==> config.mk <==
export PLATFORM = sky130hd
export DESIGN_NAME = fsm_code_monitor_flat
export DESIGN_NICKNAME = d
export VERILOG_FILES = /design/src/rtl/fsm_code_monitor_if.sv /design/src/rtl/fsm_code_monitor.sv /design/src/flat_wrapper.sv
export SDC_FILE = /design/constraint.sdc
export NUM_CORES = 1
export LEC_CHECK = 0
export ABC_AREA = 1
export CAP_MARGIN = 10
export CORE_MARGIN = 5
export CORE_UTILIZATION = 40
export CTS_CLUSTER_DIAMETER = 100
export CTS_CLUSTER_SIZE = 30
export DETAILED_ROUTE_END_ITERATION = 10
export HOLD_SLACK_MARGIN = 0.12
export SLEW_MARGIN = 20
export SYNTH_ARGS = -nofsm -noshare
export SYNTH_HDL_FRONTEND = slang
export SYNTH_SLANG_ARGS = --single-unit
==> constraint.sdc <==
create_clock -name clk -period 4 [get_ports clk]
set_input_delay 0.8 -clock clk [delete_from_list [all_inputs] [get_ports clk]]
set_output_delay 0.8 -clock clk [all_outputs]
set_load 0.1 [all_outputs]
==> src/rtl/fsm_code_monitor_if.sv <==
// Bundles the observed state code, the host clear and all monitor status outputs.
// The master side (host/debug) drives code_in and clr; the slave side is the monitor.
interface fsm_code_monitor_if #(
  parameter int CODE_W = 17,
  parameter int CNT_W  = 8
);
  logic [CODE_W-1:0] code_in;
  logic              clr;
  logic [3:0]        step_idx;
  logic              advance;
  logic              fallback;
  logic              illegal_code;
  logic              stall;
  logic              done;
  logic              err;
  logic [CNT_W-1:0]  fail_count;
  logic [3:0]        max_step;

  modport master (
    output code_in, clr,
    input  step_idx, advance, fallback, illegal_code, stall, done, err, fail_count, max_step
  );

  modport slave (
    input  code_in, clr,
    output step_idx, advance, fallback, illegal_code, stall, done, err, fail_count, max_step
  );
endinterface

==> src/rtl/fsm_code_monitor.sv <==
// Passive checker for the sequence FSM: decodes its 17-bit state code into steps 1..13
// and flags advances, fallbacks, illegal codes/transitions, stalls and completion.
module fsm_code_monitor #(
  parameter int CODE_W      = 17,
  parameter int CNT_W       = 8,
  parameter int STALL_LIMIT = 1000,
  parameter int STALL_W     = 10
) (
  input  logic               clk,
  input  logic               reset,
  fsm_code_monitor_if.slave  bus
);

  typedef enum logic [1:0] {M_IDLE, M_RUN, M_DONE, M_ERR} mon_state_t;

  localparam logic [STALL_W-1:0] LIMIT_V = STALL_W'(STALL_LIMIT);

  mon_state_t          r_state;
  logic [CODE_W-1:0]   r_code;
  logic [3:0]          r_step_idx;
  logic [3:0]          r_max_step;
  logic [STALL_W-1:0]  r_run;
  logic [CNT_W-1:0]    r_fail_count;
  logic                r_advance;
  logic                r_fallback;
  logic                r_illegal;
  logic                r_stall;
  logic                r_done;
  logic                r_err;

  logic [3:0]          w_idx;
  logic                w_known;
  logic                w_same;
  logic                w_adv;
  logic                w_fall;
  logic                w_bad;
  logic [3:0]          w_step_next;
  logic [STALL_W-1:0]  w_run_next;
  logic                w_stall_next;

  // Index 0 marks a code that is not in the table.
  always_comb begin
    w_idx = 4'd0;
    case (r_code)
      CODE_W'(0):    w_idx = 4'd1;
      CODE_W'(200):  w_idx = 4'd2;
      CODE_W'(700):  w_idx = 4'd3;
      CODE_W'(900):  w_idx = 4'd4;
      CODE_W'(1300): w_idx = 4'd5;
      CODE_W'(1800): w_idx = 4'd6;
      CODE_W'(2300): w_idx = 4'd7;
      CODE_W'(2800): w_idx = 4'd8;
      CODE_W'(3100): w_idx = 4'd9;
      CODE_W'(3400): w_idx = 4'd10;
      CODE_W'(3600): w_idx = 4'd11;
      CODE_W'(3800): w_idx = 4'd12;
      CODE_W'(4100): w_idx = 4'd13;
      default:       w_idx = 4'd0;
    endcase
  end

  always_comb begin
    w_known     = (w_idx != 4'd0);
    w_same      = w_known && (w_idx == r_step_idx);
    w_adv       = w_known && (w_idx == r_step_idx + 4'd1);
    w_fall      = w_known && (w_idx == 4'd1) && (r_step_idx >= 4'd2) && (r_step_idx <= 4'd12);
    w_bad       = w_known && !w_same && !w_adv && !w_fall;
    w_step_next = w_known ? w_idx : r_step_idx;
    if (!w_known) begin
      w_run_next = r_run;
    end else if (w_same) begin
      w_run_next = (r_run == '1) ? r_run : r_run + 1'b1;
    end else begin
      w_run_next = STALL_W'(1);
    end
    w_stall_next = (w_run_next >= LIMIT_V) && (w_step_next >= 4'd2) && (w_step_next <= 4'd12);
  end

  always_ff @(posedge clk) begin
    if (reset) begin
      r_state      <= M_IDLE;
      r_code       <= '0;
      r_step_idx   <= 4'd1;
      r_max_step   <= 4'd1;
      r_run        <= '0;
      r_fail_count <= '0;
      r_advance    <= 1'b0;
      r_fallback   <= 1'b0;
      r_illegal    <= 1'b0;
      r_stall      <= 1'b0;
      r_done       <= 1'b0;
      r_err        <= 1'b0;
    end else begin
      r_code     <= bus.code_in;
      r_step_idx <= w_step_next;
      r_advance  <= 1'b0;
      r_fallback <= 1'b0;
      r_illegal  <= 1'b0;
      if (bus.clr) begin
        // The transition decoded on a clear edge is dropped; only step tracking survives.
        r_state      <= M_IDLE;
        r_run        <= '0;
        r_stall      <= 1'b0;
        r_fail_count <= '0;
        r_done       <= 1'b0;
        r_err        <= 1'b0;
        r_max_step   <= r_step_idx;
      end else begin
        r_run      <= w_run_next;
        r_stall    <= w_stall_next;
        r_advance  <= w_adv;
        r_fallback <= w_fall;
        r_illegal  <= !w_known;
        if (w_fall && (r_fail_count != '1)) r_fail_count <= r_fail_count + 1'b1;
        if (w_idx == 4'd13) r_done <= 1'b1;
        if (w_known && (w_idx > r_max_step)) r_max_step <= w_idx;
        if (!w_known || w_bad) begin
          r_err   <= 1'b1;
          r_state <= M_ERR;
        end else begin
          case (r_state)
            M_IDLE:  if (w_adv) r_state <= M_RUN;
            M_RUN: begin
              if (w_fall) r_state <= M_IDLE;
              else if (w_adv && (w_idx == 4'd13)) r_state <= M_DONE;
            end
            M_DONE:  r_state <= M_DONE;
            default: r_state <= M_ERR;
          endcase
        end
      end
    end
  end

  assign bus.step_idx     = r_step_idx;
  assign bus.advance      = r_advance;
  assign bus.fallback     = r_fallback;
  assign bus.illegal_code = r_illegal;
  assign bus.stall        = r_stall;
  assign bus.done         = r_done;
  assign bus.err          = r_err;
  assign bus.fail_count   = r_fail_count;
  assign bus.max_step     = r_max_step;

endmodule
==> src/flat_wrapper.sv <==
// flat-port wrapper written by rule: the top's interface ports become plain ports
module fsm_code_monitor_flat 
#(
  parameter int CODE_W      = 17,
  parameter int CNT_W       = 8,
  parameter int STALL_LIMIT = 1000,
  parameter int STALL_W     = 10
)
  (clk, reset, bus_code_in, bus_clr, bus_step_idx, bus_advance, bus_fallback, bus_illegal_code, bus_stall, bus_done, bus_err, bus_fail_count, bus_max_step);
  fsm_code_monitor_if #(.CODE_W(CODE_W), .CNT_W(CNT_W)) bus_i ();
  input  logic clk;
  input  logic reset;
  input wire logic [$bits(bus_i.code_in)-1:0] bus_code_in;
  input wire logic [$bits(bus_i.clr)-1:0] bus_clr;
  output wire logic [$bits(bus_i.step_idx)-1:0] bus_step_idx;
  output wire logic [$bits(bus_i.advance)-1:0] bus_advance;
  output wire logic [$bits(bus_i.fallback)-1:0] bus_fallback;
  output wire logic [$bits(bus_i.illegal_code)-1:0] bus_illegal_code;
  output wire logic [$bits(bus_i.stall)-1:0] bus_stall;
  output wire logic [$bits(bus_i.done)-1:0] bus_done;
  output wire logic [$bits(bus_i.err)-1:0] bus_err;
  output wire logic [$bits(bus_i.fail_count)-1:0] bus_fail_count;
  output wire logic [$bits(bus_i.max_step)-1:0] bus_max_step;
  assign bus_i.code_in = bus_code_in;
  assign bus_i.clr = bus_clr;
  assign bus_step_idx = bus_i.step_idx;
  assign bus_advance = bus_i.advance;
  assign bus_fallback = bus_i.fallback;
  assign bus_illegal_code = bus_i.illegal_code;
  assign bus_stall = bus_i.stall;
  assign bus_done = bus_i.done;
  assign bus_err = bus_i.err;
  assign bus_fail_count = bus_i.fail_count;
  assign bus_max_step = bus_i.max_step;
  fsm_code_monitor #(.CODE_W(CODE_W), .CNT_W(CNT_W), .STALL_LIMIT(STALL_LIMIT), .STALL_W(STALL_W)) u_core (.clk(clk), .reset(reset), .bus(bus_i));
endmodule
**Run 1: congestion heat map**

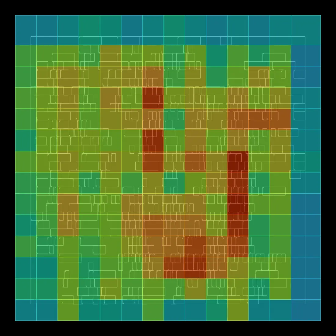
global routing usage on met1: 24.49%
layer with the highest usage: met2

**Run 1: metal layers overlaid**

Drawn at 3 px/um.
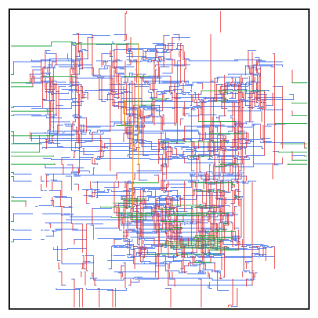
M1: marked blue, wire length 3950 um. M3: marked green, wire length 671 um. M4: marked orange, wire length 75.5 um. M2: marked red, wire length 3390 um.
Total Routing Usage GR: 17.21%
average routed wire per standard cell: 12.43 um
DRT Wirelength: 8079 um
routed via count: 3189

==> impl_metrics.tcl, run 1 <==
# place-and-route summary
set metrics [dict create \
    swShare_pct 29.43 \
    drt_first_iter_violations 218 \
    power.share.clock_pct 33.1 \
    numCtsBuffers 5 \
    yosys.area_share.aoi_pct 7.204 \
    yosysCellCount 504 \
    core-area_um2 7767 \
    power_frac_seq_pct 52.8 \
    path_delay_family "buffers and inverters" \
    worst-endpoint-arrival_ns 1.97 \
    post_synth_and_or_nand_nor_area_fraction_pct 44.13 \
    ys_top_cells_by_area "sky130_fd_sc_hd__dfxtp_1 31%, sky130_fd_sc_hd__nand2_1 12%, sky130_fd_sc_hd__nor2_1 10%, sky130_fd_sc_hd__inv_1 9.5%, sky130_fd_sc_hd__nand3_1 6.9%" \
    clock_root_buffer "sky130_fd_sc_hd__clkbuf_8" \
    final_period_util_pct 69.23 \
    grt_first_pass_wirelength_um 13880 \
    cts_tree "yes" \
    maxSlewViolCount 0 \
    worst_setup_hold_path_clk_slew_ns 0.09 \
    cts.sinks 49 \
    number_of_hold_violations_in_the_final_report 0 \
    fmaxAchievable_ghz 0.3611 \
    largest_register_ff_count 17 \
    holdCritPathClass "flop to flop" \
    num-nonclk-inverters 88 \
    synth.logic.top_family "simple AND/OR/NAND/NOR gates" \
    finish.net_count 575 \
    pre_cts_slack_ns 1.440 \
    holdPathStages 2 \
    stage_log_warnings 27 \
    worst_hold_slack_ns 0.4670 \
    adder_share_pct 3.132 \
    power_density_nw_per_um2 256.6 \
    final.signal_buffer_count 42 \
    num_io_pins 42 \
    synthesis.area_per_instance_um2 6.340 \
    postSynth.asyncResetShare_pct 0 \
    outcome "complete, no violations" \
    maxCapViolCount 0 \
    dp_hpwl_um 6319 \
    syn-cell-area_um2 3196 \
    power_sequential_w 0.000514 \
    num_antenna_cells 0 \
    pg_clk_w 0.000322 \
    global_route.usage.met2_pct 26.29 \
]
**Run 1: M3 wires**

Drawn at 3 px/um.
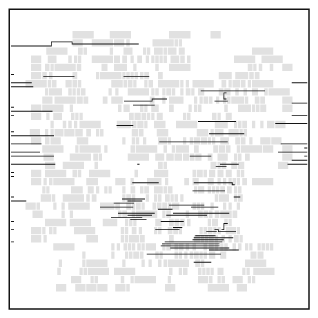
The wires run mostly horizontal. The layer carries 671 um of wire. The longest straight run is 24.4 um.

**Run 1: clock wires, drivers and flops**

Drawn at 4 px/um.
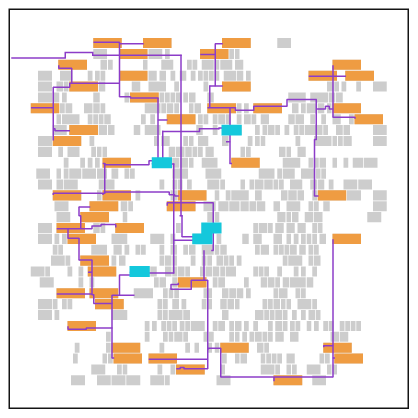

==> run 2: changes to the inputs <==
==> constraint.sdc (replaced) <==
create_clock -name clk -period 2.5 [get_ports clk]
set_input_delay 0.5 -clock clk [delete_from_list [all_inputs] [get_ports clk]]
set_output_delay 0.5 -clock clk [all_outputs]
set_load 0.1 [all_outputs]
**Run 2: clock wires, drivers and flops**

Drawn at 4 px/um.
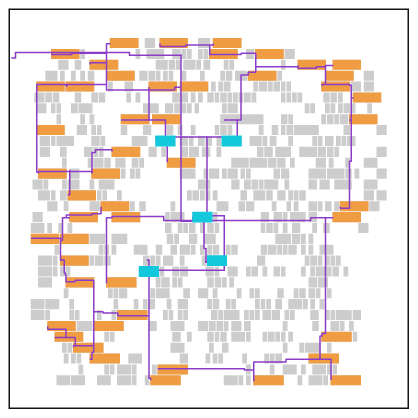
clock-net drivers: marked cyan, count 5. flip-flops: marked orange, count 49. clock wires: marked purple, length 772 um.
Position of the flops: spread over the die. There are 6 routed clock nets.

==> run 2 against run 1 <==
Against the previous run:
- clock power grew 87%
- via count is essentially flat
- final cell count grew 1.5%
- design area grew 3.4%
- sequential share of layout area shrank 0.51 points
- largest cell class unchanged
==> impl_metrics.tcl, run 2 <==
# place-and-route summary
set metrics [dict create \
    power_sequential_w 0.000826 \
    holdPathStages 2 \
    final.signal_buffer_count 52 \
    core-area_um2 7767 \
    grt_first_pass_wirelength_um 14340 \
    syn-cell-area_um2 3196 \
    power_frac_seq_pct 49.7 \
    worst-path-stages 16 \
    path_delay_family "simple AND/OR/NAND/NOR gates" \
    stage_log_warnings 27 \
    internal_power_w 0.001185 \
    holdCritPathClass "flop to flop" \
    global_route.usage.met2_pct 26.96 \
    routed-via-count 3191 \
    finish.net_count 585 \
    num-nonclk-inverters 88 \
    synth-edff-count 0 \
    drt_first_iter_violations 184 \
    power_switching_w 0.0004788 \
    largest_register_ff_count 17 \
    cts_tree "yes" \
    worst_setup_hold_path_clk_slew_ns 0.11 \
    top_cell "sky130_fd_sc_hd__nand2_1" \
    yosysCellCount 504 \
    outcome "complete, no violations" \
    numCtsBuffers 5 \
    synthesis.area_per_instance_um2 6.340 \
    maxSlewViolCount 0 \
    antenna_found_initial 0 \
    worst_hold_slack_ns 0.4851 \
    avgRoutedWirePerCell_um 13.05 \
    ys_top_cells_by_area "sky130_fd_sc_hd__dfxtp_1 31%, sky130_fd_sc_hd__nand2_1 12%, sky130_fd_sc_hd__nor2_1 10%, sky130_fd_sc_hd__inv_1 9.5%, sky130_fd_sc_hd__nand3_1 6.9%" \
    synth.logic.top_family "simple AND/OR/NAND/NOR gates" \
    swShare_pct 28.77 \
    grt.met1_usage_pct 25.70 \
    wl_um 8611 \
    final_period_util_pct 92.56 \
    globalRouteTotalUtil_pct 17.74 \
    crit_path_cell_trace "nand2_1 > inv_1 > nand2_1 > nor2_1 > nand3_1 > nand2_2 > nor2_4 > nand2_1 > ha_1 > o211ai_1 > nand2_1 > nand3_1 > nand2_2 > inv_1 > o21ai_0 > a21oi_1" \
    maxCapViolCount 0 \
    pg_clk_w 0.000602 \
    power_density_nw_per_um2 424.3 \
    clock_root_buffer "sky130_fd_sc_hd__clkbuf_8" \
    pre_cts_slack_ns -0.02995 \
    post_synth_and_or_nand_nor_area_fraction_pct 44.13 \
    drc 0 \
    adder_share_pct 3.132 \
    post_cts_resize_count 1 \
    yosys.area_share.aoi_pct 7.204 \
    postSynth.asyncResetShare_pct 0 \
    power.share.clock_pct 36.2 \
    num_io_pins 42 \
    uppermost_layer_routed "met4" \
    cts.sinks 49 \
    met1_length_um 4326 \
]
**Run 2: M3 wires**

Drawn at 3 px/um.
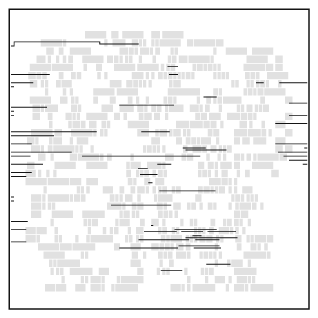
53 nets have wire on it. The layer holds 6.4% of the routed length.

==> run 3: changes to the inputs <==
--- a/config.mk
+++ b/config.mk
@@ -10,7 +10,6 @@
 export CORE_MARGIN = 5
 export CORE_UTILIZATION = 40
 export CTS_CLUSTER_DIAMETER = 100
-export CTS_CLUSTER_SIZE = 30
 export DETAILED_ROUTE_END_ITERATION = 10
 export HOLD_SLACK_MARGIN = 0.12
 export SLEW_MARGIN = 20
**Run 3: congestion heat map**

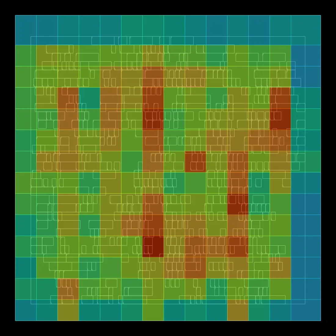
post-layout utilization of the core: 50.50%
GR Util met2: 26.96%
met3 global-route usage: 3.506%

**Run 3: clock wires, drivers and flops**

Drawn at 4 px/um.
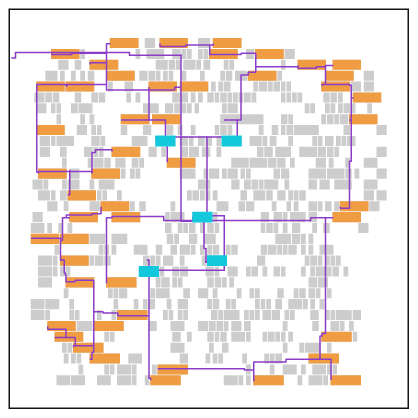
clock-net drivers: marked cyan, count 5. clock wires: marked purple, length 772 um. flip-flops: marked orange, count 49.
There are 6 routed clock nets. Position of the flops: spread over the die.
worst-skew pair later-pin latency: 0.31 ns
Layout Skew: 0.01213 ns
power of the clock network: 0.000602 W

==> run 3 against run 2 <==
Against the previous run:
- critical path depth did not move
- area after synthesis did not move
- largest power group unchanged
- hold slack unchanged
- critical endpoint unchanged
- die area did not move
==> impl_metrics.tcl, run 3 <==
# place-and-route summary
set metrics [dict create \
    outcome "complete, no violations" \
    clock_root_buffer "sky130_fd_sc_hd__clkbuf_8" \
    power_frac_seq_pct 49.7 \
    worst-endpoint-arrival_ns 2.52 \
    synth.logic.top_family "simple AND/OR/NAND/NOR gates" \
    core-area_um2 7767 \
    num_io_pins 42 \
    drt_first_iter_violations 184 \
    drc 0 \
    synthesis.area_per_instance_um2 6.340 \
    yosys.area_share.aoi_pct 7.204 \
    ys_top_cells_by_area "sky130_fd_sc_hd__dfxtp_1 31%, sky130_fd_sc_hd__nand2_1 12%, sky130_fd_sc_hd__nor2_1 10%, sky130_fd_sc_hd__inv_1 9.5%, sky130_fd_sc_hd__nand3_1 6.9%" \
    power_switching_w 0.0004788 \
    finish.net_count 585 \
    postSynth.asyncResetShare_pct 0 \
    worstSetupStartpoint "u_core.r_code[11]$_SDFF_PP0_" \
    adder_share_pct 3.132 \
    crit_buf_inv 2 \
    worst_setup_hold_path_clk_slew_ns 0.11 \
    stage_log_warnings 27 \
    holdCritPathClass "flop to flop" \
    swShare_pct 28.77 \
    top_cell "sky130_fd_sc_hd__nand2_1" \
    maxSlewViolCount 0 \
    met1_length_um 4326 \
    maxCapViolCount 0 \
    uppermost_layer_routed "met4" \
    num-nonclk-inverters 88 \
    holdPathStages 2 \
    avgRoutedWirePerCell_um 13.05 \
    power.share.clock_pct 36.2 \
    crit_path_cell_trace "nand2_1 > inv_1 > nand2_1 > nor2_1 > nand3_1 > nand2_2 > nor2_4 > nand2_1 > ha_1 > o211ai_1 > nand2_1 > nand3_1 > nand2_2 > inv_1 > o21ai_0 > a21oi_1" \
    antenna_found_initial 0 \
    post_synth_and_or_nand_nor_area_fraction_pct 44.13 \
    globalRouteTotalUtil_pct 17.74 \
    syn-cell-area_um2 3196 \
    grt.met1_usage_pct 25.70 \
    final_period_util_pct 92.56 \
    wl_um 8611 \
    cts_tree "yes" \
    worst-path-stages 16 \
    worst_hold_slack_ns 0.4851 \
    internal_power_w 0.001185 \
    routed-via-count 3191 \
    largest_register_ff_count 17 \
    synth-edff-count 0 \
    final.signal_buffer_count 52 \
    post_cts_resize_count 1 \
]
No activity file was given, so power comes from the tool's default toggle rates.
